Fig. 1: clock wires, drivers and flops
(4 px per micron)
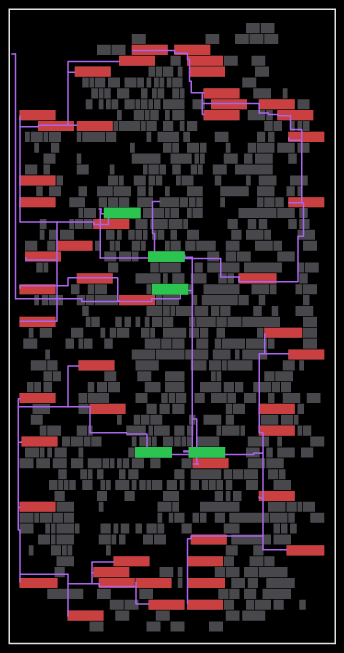
Fig. 2: placement by cell class
(2 px per micron)
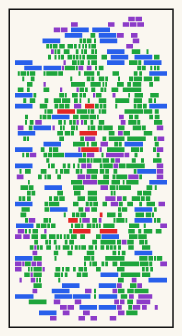
**config.mk**
```make
export PLATFORM = sky130hd
export DESIGN_NAME = led_fader_flat
export DESIGN_NICKNAME = d
export VERILOG_FILES = /design/src/rtl/led_fader_if.sv /design/src/rtl/led_fader.sv /design/src/flat_wrapper.sv
export SDC_FILE = /design/constraint.sdc
export NUM_CORES = 1
export LEC_CHECK = 0
export CAP_MARGIN = 20
export CORE_ASPECT_RATIO = 2
export CORE_MARGIN = 2
export CORE_UTILIZATION = 38
export DETAILED_ROUTE_END_ITERATION = 12
export GPL_TIMING_DRIVEN = 0
export PLACE_DENSITY = 0.56
export SYNTH_ARGS = -nofsm -noshare
export SYNTH_HDL_FRONTEND = slang
export SYNTH_SLANG_ARGS = --single-unit
```
**constraint.sdc**
```tcl
create_clock -name i_clk -period 3 [get_ports i_clk]
set_clock_uncertainty 0.1 [all_clocks]
set_input_delay 0.9 -clock i_clk [delete_from_list [all_inputs] [get_ports i_clk]]
set_output_delay 0.9 -clock i_clk [all_outputs]
set_load 0.005 [all_outputs]
```
**src/rtl/led_fader_if.sv**
```systemverilog
// Control and status bundle for the LED fader.
// The master side drives mode, enable and level writes; the slave side
// (the fader itself) returns pin drive, levels, chase channel and step pulse.
interface led_fader_if #(
  parameter int CHANNELS = 3,
  parameter int WIDTH    = 8
);
  localparam int CH_W = (CHANNELS > 1) ? $clog2(CHANNELS) : 1;

  logic                      i_enable;
  logic [1:0]                i_mode;
  logic                      i_wr;
  logic [CH_W-1:0]           i_wr_ch;
  logic [WIDTH-1:0]          i_wr_value;
  logic [CHANNELS-1:0]       o_led;
  logic [CHANNELS*WIDTH-1:0] o_level;
  logic [CH_W-1:0]           o_active_ch;
  logic                      o_step;

  modport master (
    output i_enable, i_mode, i_wr, i_wr_ch, i_wr_value,
    input  o_led, o_level, o_active_ch, o_step
  );

  modport slave (
    input  i_enable, i_mode, i_wr, i_wr_ch, i_wr_value,
    output o_led, o_level, o_active_ch, o_step
  );
endinterface

```
**src/rtl/led_fader.sv**
```systemverilog
// Multi-channel LED PWM engine with a brightness sequencer.
//
// Sequencer direction state (dir_q):
//   state    | meaning
//   DIR_UP   | ramp level rises toward PEAK, turns at PEAK
//   DIR_DOWN | ramp level falls toward 0, turns at 0 (CHASE moves on to next channel)
//
// Mode (mode_q, registered copy of i_mode):
//   MANUAL | levels only change through writes
//   CHASE  | one channel breathes at a time, others held at 0
//   UNISON | all channels breathe together
//   BLINK  | all channels toggle 0 <-> PEAK each step
module led_fader #(
  parameter int CHANNELS = 3,
  parameter int WIDTH    = 8,
  parameter int PEAK     = 32,
  parameter int PRESCALE = 256,
  parameter int INVERT   = 1
) (
  input logic       i_clk,
  input logic       i_reset_n,
  led_fader_if.slave bus
);

  localparam int CH_W = (CHANNELS > 1) ? $clog2(CHANNELS) : 1;
  localparam int PS_W = $clog2(PRESCALE);
  localparam logic [WIDTH-1:0] PEAK_LVL = WIDTH'(PEAK);
  localparam logic [PS_W-1:0]  PS_LAST  = PS_W'(PRESCALE - 1);
  localparam logic [CH_W-1:0]  CH_LAST  = CH_W'(CHANNELS - 1);
  localparam logic             INV      = (INVERT != 0);

  if (CHANNELS < 1 || WIDTH < 2 || WIDTH > 16 || PRESCALE < 2 ||
      PEAK < 1 || PEAK > (2**WIDTH) - 1) begin : g_bad_params
    $error("led_fader: parameter out of range (PEAK must be 1..2^WIDTH-1)");
  end

  typedef enum logic [1:0] {
    MODE_MANUAL = 2'd0,
    MODE_CHASE  = 2'd1,
    MODE_UNISON = 2'd2,
    MODE_BLINK  = 2'd3
  } mode_t;

  typedef enum logic {
    DIR_UP   = 1'b0,
    DIR_DOWN = 1'b1
  } dir_t;

  mode_t               mode_q;
  dir_t                dir_q;
  logic [CH_W-1:0]     active_ch_q;
  logic [WIDTH-1:0]    level_q [CHANNELS];
  logic [WIDTH-1:0]    pwm_cnt;
  logic [PS_W-1:0]     presc_cnt;
  logic                step_q;
  logic [CHANNELS-1:0] led_q;

  logic             mode_change;
  logic             tick;
  logic             wr_ok;
  logic [CH_W-1:0]  next_ch;
  logic [WIDTH-1:0] ramp_ref;
  logic [WIDTH-1:0] ramp_lvl;
  dir_t             ramp_dir;
  logic             ramp_bottom;

  // A mode switch takes priority: the step tick and any write in that cycle are lost.
  assign mode_change = (bus.i_mode != mode_q);
  assign tick        = bus.i_enable && (presc_cnt == PS_LAST) && !mode_change;
  assign wr_ok       = bus.i_wr && (32'(bus.i_wr_ch) < 32'(CHANNELS));
  assign next_ch     = (active_ch_q == CH_LAST) ? '0 : active_ch_q + 1'b1;

  // Shared breathing ramp: next level/direction from the reference channel.
  always_comb begin
    ramp_ref    = (mode_q == MODE_CHASE) ? level_q[active_ch_q] : level_q[0];
    ramp_lvl    = ramp_ref;
    ramp_dir    = dir_q;
    ramp_bottom = 1'b0;
    if (dir_q == DIR_UP) begin
      if (ramp_ref < PEAK_LVL) begin
        ramp_lvl = ramp_ref + 1'b1;
      end else begin
        ramp_dir = DIR_DOWN;
        ramp_lvl = ramp_ref - 1'b1;
      end
    end else begin
      if (ramp_ref != '0) begin
        ramp_lvl = ramp_ref - 1'b1;
      end else begin
        ramp_dir    = DIR_UP;
        ramp_lvl    = WIDTH'(1);
        ramp_bottom = 1'b1;
      end
    end
  end

  // Free-running PWM counter and enable-gated step prescaler.
  always_ff @(posedge i_clk or negedge i_reset_n) begin
    if (!i_reset_n) begin
      pwm_cnt   <= '0;
      presc_cnt <= '0;
    end else begin
      pwm_cnt <= pwm_cnt + 1'b1;
      if (mode_change) begin
        presc_cnt <= '0;
      end else if (bus.i_enable) begin
        presc_cnt <= (presc_cnt == PS_LAST) ? '0 : presc_cnt + 1'b1;
      end
    end
  end

  // Sequencer: mode tracking, ramp direction, chase channel and levels.
  always_ff @(posedge i_clk or negedge i_reset_n) begin
    if (!i_reset_n) begin
      mode_q      <= MODE_MANUAL;
      dir_q       <= DIR_UP;
      active_ch_q <= '0;
      step_q      <= 1'b0;
      for (int n = 0; n < CHANNELS; n++) level_q[n] <= '0;
    end else begin
      step_q <= tick;
      if (mode_change) begin
        mode_q      <= mode_t'(bus.i_mode);
        dir_q       <= DIR_UP;
        active_ch_q <= '0;
        for (int n = 0; n < CHANNELS; n++) level_q[n] <= '0;
      end else begin
        case (mode_q)
          MODE_MANUAL: begin
            if (wr_ok) level_q[bus.i_wr_ch] <= bus.i_wr_value;
          end
          MODE_CHASE: begin
            if (tick) begin
              dir_q <= ramp_dir;
              if (ramp_bottom) begin
                // Old channel is already at 0; hand the ramp to the next one.
                active_ch_q      <= next_ch;
                level_q[next_ch] <= ramp_lvl;
              end else begin
                level_q[active_ch_q] <= ramp_lvl;
              end
            end
          end
          MODE_UNISON: begin
            if (tick) begin
              dir_q <= ramp_dir;
              for (int n = 0; n < CHANNELS; n++) level_q[n] <= ramp_lvl;
            end
          end
          MODE_BLINK: begin
            if (tick) begin
              for (int n = 0; n < CHANNELS; n++)
                level_q[n] <= (level_q[0] == '0) ? PEAK_LVL : '0;
            end
          end
          default: ;
        endcase
      end
    end
  end

  // Registered pin drive; reset leaves every LED dark.
  always_ff @(posedge i_clk or negedge i_reset_n) begin
    if (!i_reset_n) begin
      led_q <= {CHANNELS{INV}};
    end else begin
      for (int n = 0; n < CHANNELS; n++) led_q[n] <= (level_q[n] > pwm_cnt) ^ INV;
    end
  end

  for (genvar n = 0; n < CHANNELS; n++) begin : g_pack
    assign bus.o_level[n*WIDTH +: WIDTH] = level_q[n];
  end

  assign bus.o_led       = led_q;
  assign bus.o_active_ch = active_ch_q;
  assign bus.o_step      = step_q;

endmodule
```
**src/flat_wrapper.sv**
```systemverilog
// flat-port wrapper written by rule: the top's interface ports become plain ports
module led_fader_flat 
#(
  parameter int CHANNELS = 3,
  parameter int WIDTH    = 8,
  parameter int PEAK     = 32,
  parameter int PRESCALE = 256,
  parameter int INVERT   = 1
)
  (i_clk, i_reset_n, bus_i_enable, bus_i_mode, bus_i_wr, bus_i_wr_ch, bus_i_wr_value, bus_o_led, bus_o_level, bus_o_active_ch, bus_o_step);
  led_fader_if #(.CHANNELS(CHANNELS), .WIDTH(WIDTH)) bus_i ();
  input logic i_clk;
  input logic i_reset_n;
  input wire logic [$bits(bus_i.i_enable)-1:0] bus_i_enable;
  input wire logic [$bits(bus_i.i_mode)-1:0] bus_i_mode;
  input wire logic [$bits(bus_i.i_wr)-1:0] bus_i_wr;
  input wire logic [$bits(bus_i.i_wr_ch)-1:0] bus_i_wr_ch;
  input wire logic [$bits(bus_i.i_wr_value)-1:0] bus_i_wr_value;
  output wire logic [$bits(bus_i.o_led)-1:0] bus_o_led;
  output wire logic [$bits(bus_i.o_level)-1:0] bus_o_level;
  output wire logic [$bits(bus_i.o_active_ch)-1:0] bus_o_active_ch;
  output wire logic [$bits(bus_i.o_step)-1:0] bus_o_step;
  assign bus_i.i_enable = bus_i_enable;
  assign bus_i.i_mode = bus_i_mode;
  assign bus_i.i_wr = bus_i_wr;
  assign bus_i.i_wr_ch = bus_i_wr_ch;
  assign bus_i.i_wr_value = bus_i_wr_value;
  assign bus_o_led = bus_i.o_led;
  assign bus_o_level = bus_i.o_level;
  assign bus_o_active_ch = bus_i.o_active_ch;
  assign bus_o_step = bus_i.o_step;
  led_fader #(.CHANNELS(CHANNELS), .WIDTH(WIDTH), .PEAK(PEAK), .PRESCALE(PRESCALE), .INVERT(INVERT)) u_core (.i_clk(i_clk), .i_reset_n(i_reset_n), .bus(bus_i));
endmodule
```
==> design notes <==
According to the timing report, the arrival time at the worst endpoint equals 3.37 ns. The run gives 35.1% as the share of power burned in the clock network. Sequential cells consume a total of 710 uW. Leaving out fill and tap cells, the most frequent cells in the layout are nand2_1, dfrtp_1, clkdlybuf4s50_1. The run gives 10,100 microns for the met2 wire length. Critical path endpoint category: a flip-flop. The run gives 27 for the setup-violating endpoint count in the final report. The clock passes through at most 2 buffers. The detailed-routing iteration count for the pre-antenna-repair pass came out at 5. After detailed routing, the wire length on met1 is 6340 microns. In this run the number of cells on the critical path is 14. Per the run summary, max-cap violations total 0. The total length of routed met3 wires is 771 microns, and the area of all placed cells without fillers is 6030 sq um. Distinct cell type count after synthesis: 70. The slack of the worst reg-to-reg path was -0.31 ns.

Type of the tightest min-delay check: reg2reg. The area growth from synthesis to layout is 33.6%, and the peak per-stage delay on the critical path is 0.42 ns. The internal power of the cells totals 1210 uW.

The synthesized area per cell came out at 8.34 sq um. For the worst min-delay path, the startpoint reported by OpenROAD is u_core.pwm_cnt[7]. The filler cells instantiated in the layout total 1,131. Counting flops with an async set or reset pin after synthesis yields a share of 100%. The worst-path maximum fanout was 10; the total routing usage reported by global routing was 30.2%. The fraction of standard cell area that is sequential is 20.4%, and the total number of nets in the final design is 673.

Per the cell usage report, the commonest logic cell in the layout is nand2_1. In the final routed layout, each cell accounts on average for 24.3 microns. The checks that failed: setup timing. The number of buffers and inverters on the critical path is 3. The Yosys step of the flow raised 0 warnings.

Category of the critical setup timing path: reg2reg. The run gives 11,600 sq um as the placeable core region. The capture point of the worst register-to-register path is recorded as u_core.bus.o_active_ch[1].

The run gives 5320 sq um for the total cell area at the placement stage. For the post-layout utilization of the core, the log shows 51.9%. The run gives 3410 sq um for the multi-input logic area.

The run finished, with violations left. TritonCTS built the clock tree. The tools report the least setup slack across all paths after layout as -0.311 ns.
-- Fig. 1 (at the start) --
legend:
  red:
    item: flip-flops
    count: 49
  purple:
    item: clock wires
    length: 875 microns
  green:
    item: cells driving clock nets
    count: 5
flops lie: all over the die

-- Fig. 2 (at the start) --
legend:
  red:
    class: clock drivers and dummy loads
    cells: 8
    share_of_their_area: 2.7%
  green:
    class: all other logic
    cells: 459
    share_of_their_area: 60%
  blue:
    class: flip-flops
    cells: 49
    share_of_their_area: 21%
  purple:
    class: other buffers and delay cells
    cells: 108
    share_of_their_area: 16%

logic make-up (layout without fill, tap and decap cells):
logic type | after synthesis | in the layout | share of synthesized area, %
XOR/XNOR | 18 | 18 | 3.49
flip-flops | 49 | 49 | 27.2
buffers and inverters | 61 | 143 | 5.84
AND/OR/NAND/NOR | 176 | 176 | 20.5
adder cells (fa/ha/maj) | 34 | 34 | 9.42
AND-OR/OR-AND | 196 | 196 | 31.8
multiplexers | 8 | 8 | 1.77
sequential cells by signal, summed over array words and instances, names as in the netlist:
signal	count
u_core.bus.o_step	1
u_core.bus.o_active_ch	2
u_core.dir_q	1
u_core.presc_cnt	8
u_core.bus.o_led	3
u_core.pwm_cnt	8
u_core.mode_q	2
u_core.bus.o_level	24
Power is estimated from default activity; no workload was simulated.
